==> config.mk <==
export PLATFORM = sky130hd
export DESIGN_NAME = fetch_unit
export DESIGN_NICKNAME = d
export VERILOG_FILES = /design/src/rtl/fetch_unit_pkg.sv /design/src/rtl/fetch_unit_pcselect.sv /design/src/rtl/fetch_unit.sv
export SDC_FILE = /design/constraint.sdc
export NUM_CORES = 1
export LEC_CHECK = 0
export CORE_MARGIN = 2
export CORE_UTILIZATION = 40
export DETAILED_ROUTE_END_ITERATION = 7
export GPL_ROUTABILITY_DRIVEN = 0
export PLACE_DENSITY = 0.69
export SYNTH_ARGS = -nofsm -noshare
export SYNTH_HDL_FRONTEND = slang
export SYNTH_HIERARCHICAL = 1
export SYNTH_SLANG_ARGS = --single-unit
export TNS_END_PERCENT = 10
==> constraint.sdc <==
create_clock -name clk -period 3.3 [get_ports clk]
set_input_delay 0.66 -clock clk [delete_from_list [all_inputs] [get_ports clk]]
set_output_delay 0.66 -clock clk [all_outputs]
set_load 0.005 [all_outputs]
==> src/rtl/fetch_unit_pkg.sv <==
// Shared types for the fetch slice: bus/word types in common,
// fetch-stage FSM state and decoder bundle in pipes.
package common;

    typedef logic [31:0] u32;
    typedef logic [63:0] u64;

    localparam u64 PCINIT_DEFAULT = 64'h8000_0000;

    typedef struct packed {
        logic valid;
        u64   addr;
    } ibus_req_t;

    typedef struct packed {
        logic addr_ok;
        logic data_ok;
        u32   data;
    } ibus_resp_t;

endpackage

package pipes;

    import common::*;

    typedef enum logic [1:0] {
        FETCH = 2'd0,
        HOLD  = 2'd1,
        DRAIN = 2'd2
    } fetch_state_t;

    typedef struct packed {
        logic valid;
        u64   pc;
        u32   raw_instr;
    } fetch_data_t;

endpackage

==> src/rtl/fetch_unit_pcselect.sv <==
// Next fetch address selection for the fetch stage.
// The pc only moves when a request retires or the decoder slot is flushed.
module pcselect
    import common::*;
    import pipes::*;
(
    input  u64           pc,
    input  u64           redirect_pc,
    input  u64           pend_pc,
    input  fetch_state_t state,
    input  logic         flush,
    input  logic         data_ok,
    output u64           next_pc
);

    u64 pc_plus4;

    assign pc_plus4 = pc + 64'd4;

    always_comb begin
        next_pc = pc;
        unique case (state)
            FETCH: begin
                if (data_ok) begin
                    next_pc = flush ? redirect_pc : pc_plus4;
                end
            end
            DRAIN: begin
                if (data_ok) begin
                    next_pc = flush ? redirect_pc : pend_pc;
                end
            end
            HOLD: begin
                if (flush) begin
                    next_pc = redirect_pc;
                end
            end
            default: begin
                next_pc = pc;
            end
        endcase
    end

endmodule

==> src/rtl/fetch_unit.sv <==
// Single-outstanding instruction fetch stage with a one-entry output
// register toward decode and redirect draining of in-flight requests.
module fetch_unit
    import common::*;
    import pipes::*;
#(
    parameter u64 PCINIT = PCINIT_DEFAULT
)
(
    input  logic        clk,
    input  logic        reset,
    output ibus_req_t   ireq,
    input  ibus_resp_t  iresp,
    input  logic        stall,
    input  logic        flush,
    input  u64          redirect_pc,
    output fetch_data_t dataF
);

    fetch_state_t state;
    u64           pc;
    u64           pend_pc;
    u64           next_pc;
    logic         data_ok;
    logic         unused_addr_ok;

    assign data_ok        = iresp.data_ok;
    assign unused_addr_ok = iresp.addr_ok;

    // Request is held stable from issue until data_ok since pc only
    // changes on retirement.
    assign ireq.valid = (state != HOLD);
    assign ireq.addr  = pc;

    pcselect u_pcselect (
        .pc          (pc),
        .redirect_pc (redirect_pc),
        .pend_pc     (pend_pc),
        .state       (state),
        .flush       (flush),
        .data_ok     (data_ok),
        .next_pc     (next_pc)
    );

    always_ff @(posedge clk) begin
        if (reset) begin
            state   <= FETCH;
            pc      <= PCINIT;
            pend_pc <= '0;
            dataF   <= '0;
        end else begin
            pc <= next_pc;
            unique case (state)
                FETCH: begin
                    if (flush && !data_ok) begin
                        pend_pc <= redirect_pc;
                        state   <= DRAIN;
                    end else if (data_ok && !flush) begin
                        dataF.valid     <= 1'b1;
                        dataF.pc        <= pc;
                        dataF.raw_instr <= iresp.data;
                        state           <= HOLD;
                    end
                end
                DRAIN: begin
                    if (data_ok) begin
                        state <= FETCH;
                    end else if (flush) begin
                        pend_pc <= redirect_pc;
                    end
                end
                HOLD: begin
                    if (flush || !stall) begin
                        dataF.valid <= 1'b0;
                        state       <= FETCH;
                    end
                end
                default: begin
                    state <= FETCH;
                end
            endcase
        end
    end

endmodule

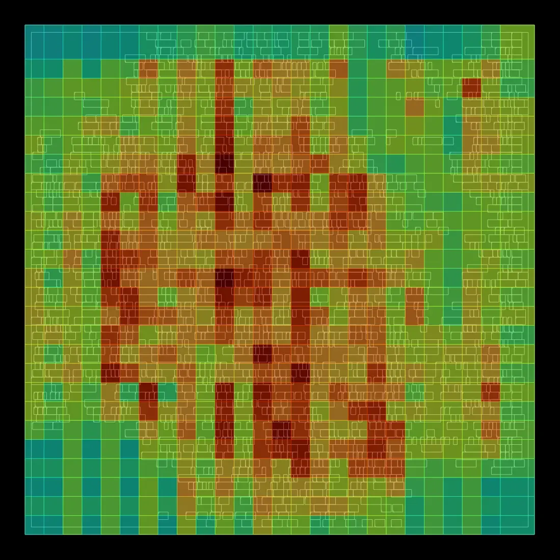
run_1/congestion_map.png
Util after Layout: 53.2%
GR Util All Layers: 25.4%
met2 usage: 42.1%

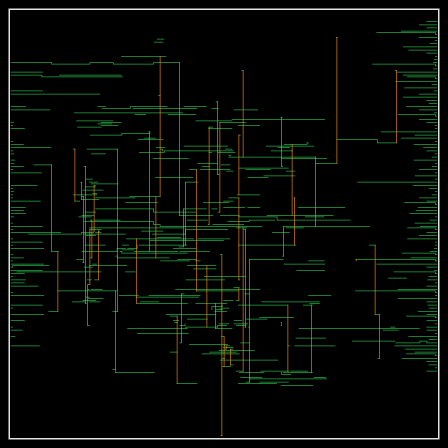
run_1/layers.png
Only two layers are drawn.
M4: marked orange, wire length 1,580 µm. M3: marked green, wire length 4,230 µm.
Via Count: 13,500
post-DR wirelength/cell: 19.0 µm

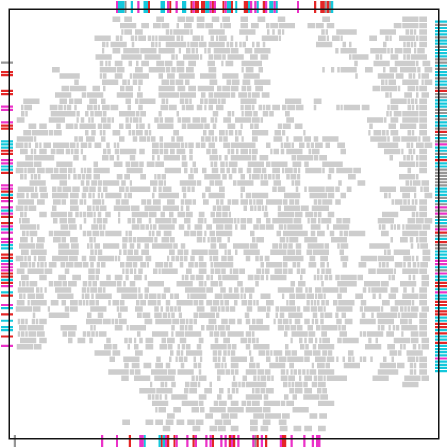
run_1/pinout.png
Pins as bars across the die edge, other pins in gray.
ireq: marked red, pins 65, direction output, edge 21 west, 17 north, 15 east, 12 south. redirect_pc: marked magenta, pins 64, direction input, edge 22 south, 20 west, 13 north, 9 east. dataF: marked cyan, pins 97, direction output, edge 56 east, 21 north, 17 west, 3 south.
All pins by edge: 112 east, 59 west, 54 north, 39 south.
IO Port Bufs: 262
die width: 185 µm
die y size: 185 µm

==> results.txt, run 1 <==
yosys + openroad results -> Slowest-stage cell, CP dfxtp_1, Hold Path Class register to register, M3 GR Usage 5.11%, design area 17,200 µm², Via density 5.68, Synth Warn # 6, Netlist Area Pre-Place 13,100 µm², GR Overflow Total 0, FP Rows 66, Final Non-Filler Cells 2,384, crit path DAT 3410 ps, Core ar. 32,400 µm², 1st-iter DRT viols 1,266, largest registers dataF (97), pc (64), pend_pc (64), CTS sink cnt 227, pwr dens 452 nW/µm², Worst Path Class, Setup register to register, critical-path cell list ha_1 -> inv_1 -> nor4_2 -> nand4_2 -> buf_4 -> o41ai_1 -> o21bai_1 -> a22oi_1 -> nor2b_1, OpenROAD warning count 35, distinct lib cells 78, met1 GRT Util 32.6%, yosys aoi share 19.8%, Slew Viols, Final 0, largest net degree at the start of global routing 138, total negative slack 0 ps, # hold bufs at CTS 0, ranking of synthesized cells by area dfxtp_1 35%, mux2i_1 11%, nand2_1 8.9%, critical path capture point type register, peak supply drop 0.373 mV, max_cap viols 0, Mapped Nets 1,799, Power, Total 7800 µW, Area growth syn-to-layout 31.7%, Reg2Reg Depth 9, yosys adder share 0.382%, FP Core Util 40.4%, Place WS 321 ps, Slew headroom 43.9%, sink of the worst hold path dataF[59], skew final 20.9 ps, H-tree Lvls 1, GR peak layer met2, Min Hold Slack 453 ps, Worst path top cell family by delay simple AND/OR/NAND/NOR gates, fin nets 2,027, crit path DRT 3720 ps, Worst Setup Start Kind register, ys flops 227, CTS root buf clkbuf_16, outcome finished clean, synth cell count leaders 312 x nand2_1, 227 x dfxtp_1, 169 x a21oi_1, Worst Path Max Fanout 8, most numerous logic cell after layout nand2_1, first-pass GRT wire length 69,400 µm, slew at the pin with the worst max-slew slack 840 ps, Biggest register dataF, register share after synthesis 34.7%, Routed met2 length 20,700 µm
run 1: power by group:
part           leakage [µW]  total, µW  switching, µW  internal (µW)
Combinational       0.00394       1600            816            782
Sequential          0.00185       3090            178           2910
Clock              0.000447       3110           1220           1900
Total               0.00624       7800           2210           5590
run 1: worst max-delay path by stage:
stage	start	end	slack (ps)	cells past startpoint
floorplan	flush	pc[36]	610	8
global placement	flush	pc[45]	420	9
detailed placement	flush	dataF[7]	320	8
CTS	pc[2]	pc[56]	390	8
global route	pc[2]	pc[56]	220	8
finish	pc[2]	pc[44]	310	9
run 1: cell type report:
type | count | area [µm²]
tap | 442 | 553
inverter | 30 | 113
fill | 3072 | 15100
timing repair buffer | 334 | 3250
clock inverter | 9 | 125
multi-input combinational | 1300 | 7850
antenna | 2 | 5.00
clock buffer | 40 | 797
sequential | 227 | 4550
==> run 1 -> run 2 <==
--- a/config.mk
+++ b/config.mk
@@ -10,6 +10,7 @@
 export DETAILED_ROUTE_END_ITERATION = 7
 export GPL_ROUTABILITY_DRIVEN = 0
 export PLACE_DENSITY = 0.69
+export SLEW_MARGIN = 25
 export SYNTH_ARGS = -nofsm -noshare
 export SYNTH_HDL_FRONTEND = slang
 export SYNTH_HIERARCHICAL = 1
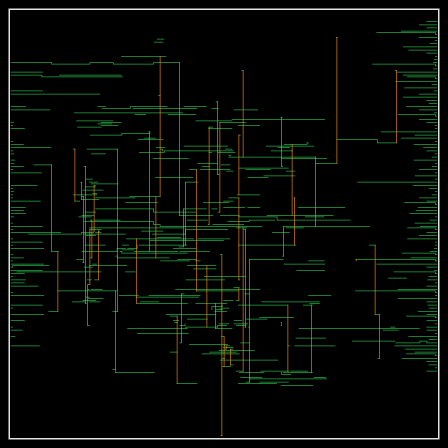
run_2/layers.png
Only two layers are drawn.
M4: marked orange, wire length 1,580 µm. M3: marked green, wire length 4,230 µm.
final WL: 45,400 µm

==> run 2 against run 1 <==
  * Power did not move
  * Die area did not move
  * Worst hold slack did not move
  * Critical path type unchanged
  * Highest routed layer unchanged
==> results.txt, run 2 <==
yosys + openroad results -> Worst Setup Start Kind register (unchanged), Worst path top cell family by delay simple AND/OR/NAND/NOR gates (unchanged), GR Overflow Total 0 (unchanged), Slew headroom 43.9% (unchanged), CTS root buf clkbuf_16 (unchanged), Area growth syn-to-layout 31.7% (unchanged), post-DR wirelength/cell 19.0 µm (unchanged), outcome finished clean (unchanged), crit path DRT 3720 ps (about the same), cell depth of the worst setup path 9 (unchanged), die y size 185 µm (unchanged), distinct lib cells 78 (unchanged), logic share of the area 45.5% (unchanged), CTS sink cnt 227 (unchanged), Via density 5.68 (unchanged), largest net degree at the start of global routing 138 (unchanged), most numerous logic cell after layout nand2_1 (unchanged), crit path DAT 3410 ps (about the same), Logic area 7850 µm² (unchanged), first-pass GRT wire length 69,400 µm (unchanged), Via Count 13,500 (unchanged), fin nets 2,027 (unchanged), Flops 227 (unchanged), synth cell count leaders 312 x nand2_1, 227 x dfxtp_1, 169 x a21oi_1 (unchanged), tap cells 442 (unchanged), Flop pwr share 39.6% (about the same), seq pwr 3090 µW (about the same), clock power share 39.9% (about the same), Psw 2210 µW (unchanged), Hold Path Class register to register (unchanged), Slowest-stage cell, CP dfxtp_1 (unchanged), Biggest consumer the clock network (unchanged), GR peak layer met2 (unchanged), Min Hold Slack 453 ps (unchanged), Util after Layout 53.2% (unchanged), Comb gates 1,300 (unchanged), ranking of synthesized cells by area dfxtp_1 35%, mux2i_1 11%, nand2_1 8.9% (unchanged), Power, Total 7800 µW (unchanged), GR Util All Layers 25.4% (unchanged), die width 185 µm (unchanged), clock buf count 40 (unchanged), Non-clk invs 30 (unchanged), total negative slack 0 ps (unchanged), Final Non-Filler Cells 2,384 (unchanged), # hold bufs at CTS 0 (unchanged), Slew Viols, Final 0 (unchanged), Comb. pwr 1600 µW (about the same), Core ar. 32,400 µm² (unchanged), Synth Warn # 6 (unchanged), diode count 2 (unchanged), H-tree Lvls 1 (unchanged), bufs w/o clock 334 (unchanged), Worst Setup SP pc[2] (unchanged), peak supply drop 0.373 mV (unchanged), Gate power share 20.5% (about the same), Power Clock 3110 µW (about the same), register share after synthesis 34.7% (unchanged), Reg2Reg Depth 9 (unchanged), Pint 5590 µW (unchanged), Worst Path Max Fanout 8 (unchanged), met1 GRT Util 32.6% (unchanged), Worst Setup EP pc[44] (unchanged), Biggest register dataF (unchanged), Final clock-cell share 5.35% (unchanged)
==> run 2: cell counts after synthesis <==
Identical to the previous run, type by type.
==> run 2: per-layer routing <==
| metal | vias to the layer above | routed length, µm | share of wire (%) |
|---|---|---|---|
| met5 | - | 13 | 0.029 |
| met4 | 2 | 1580 | 3.5 |
| met3 | 117 | 4230 | 9.3 |
| met2 | 653 | 20700 | 46 |
| met1 | 6372 | 18900 | 42 |
| li1 | 6404 | - | - |
==> run 2: cells by family after synthesis <==
| group | share of synthesized area, % |
|---|---|
| xor+xnor | 0.268 |
| fa+ha+maj | 0.382 |
| simple gates | 26.7 |
| flops | 34.7 |
| compound gates | 19.8 |
| buf+inv | 5.54 |
| mux | 12.6 |
Power figures rest on the tool's default switching activity, not on a simulated workload.
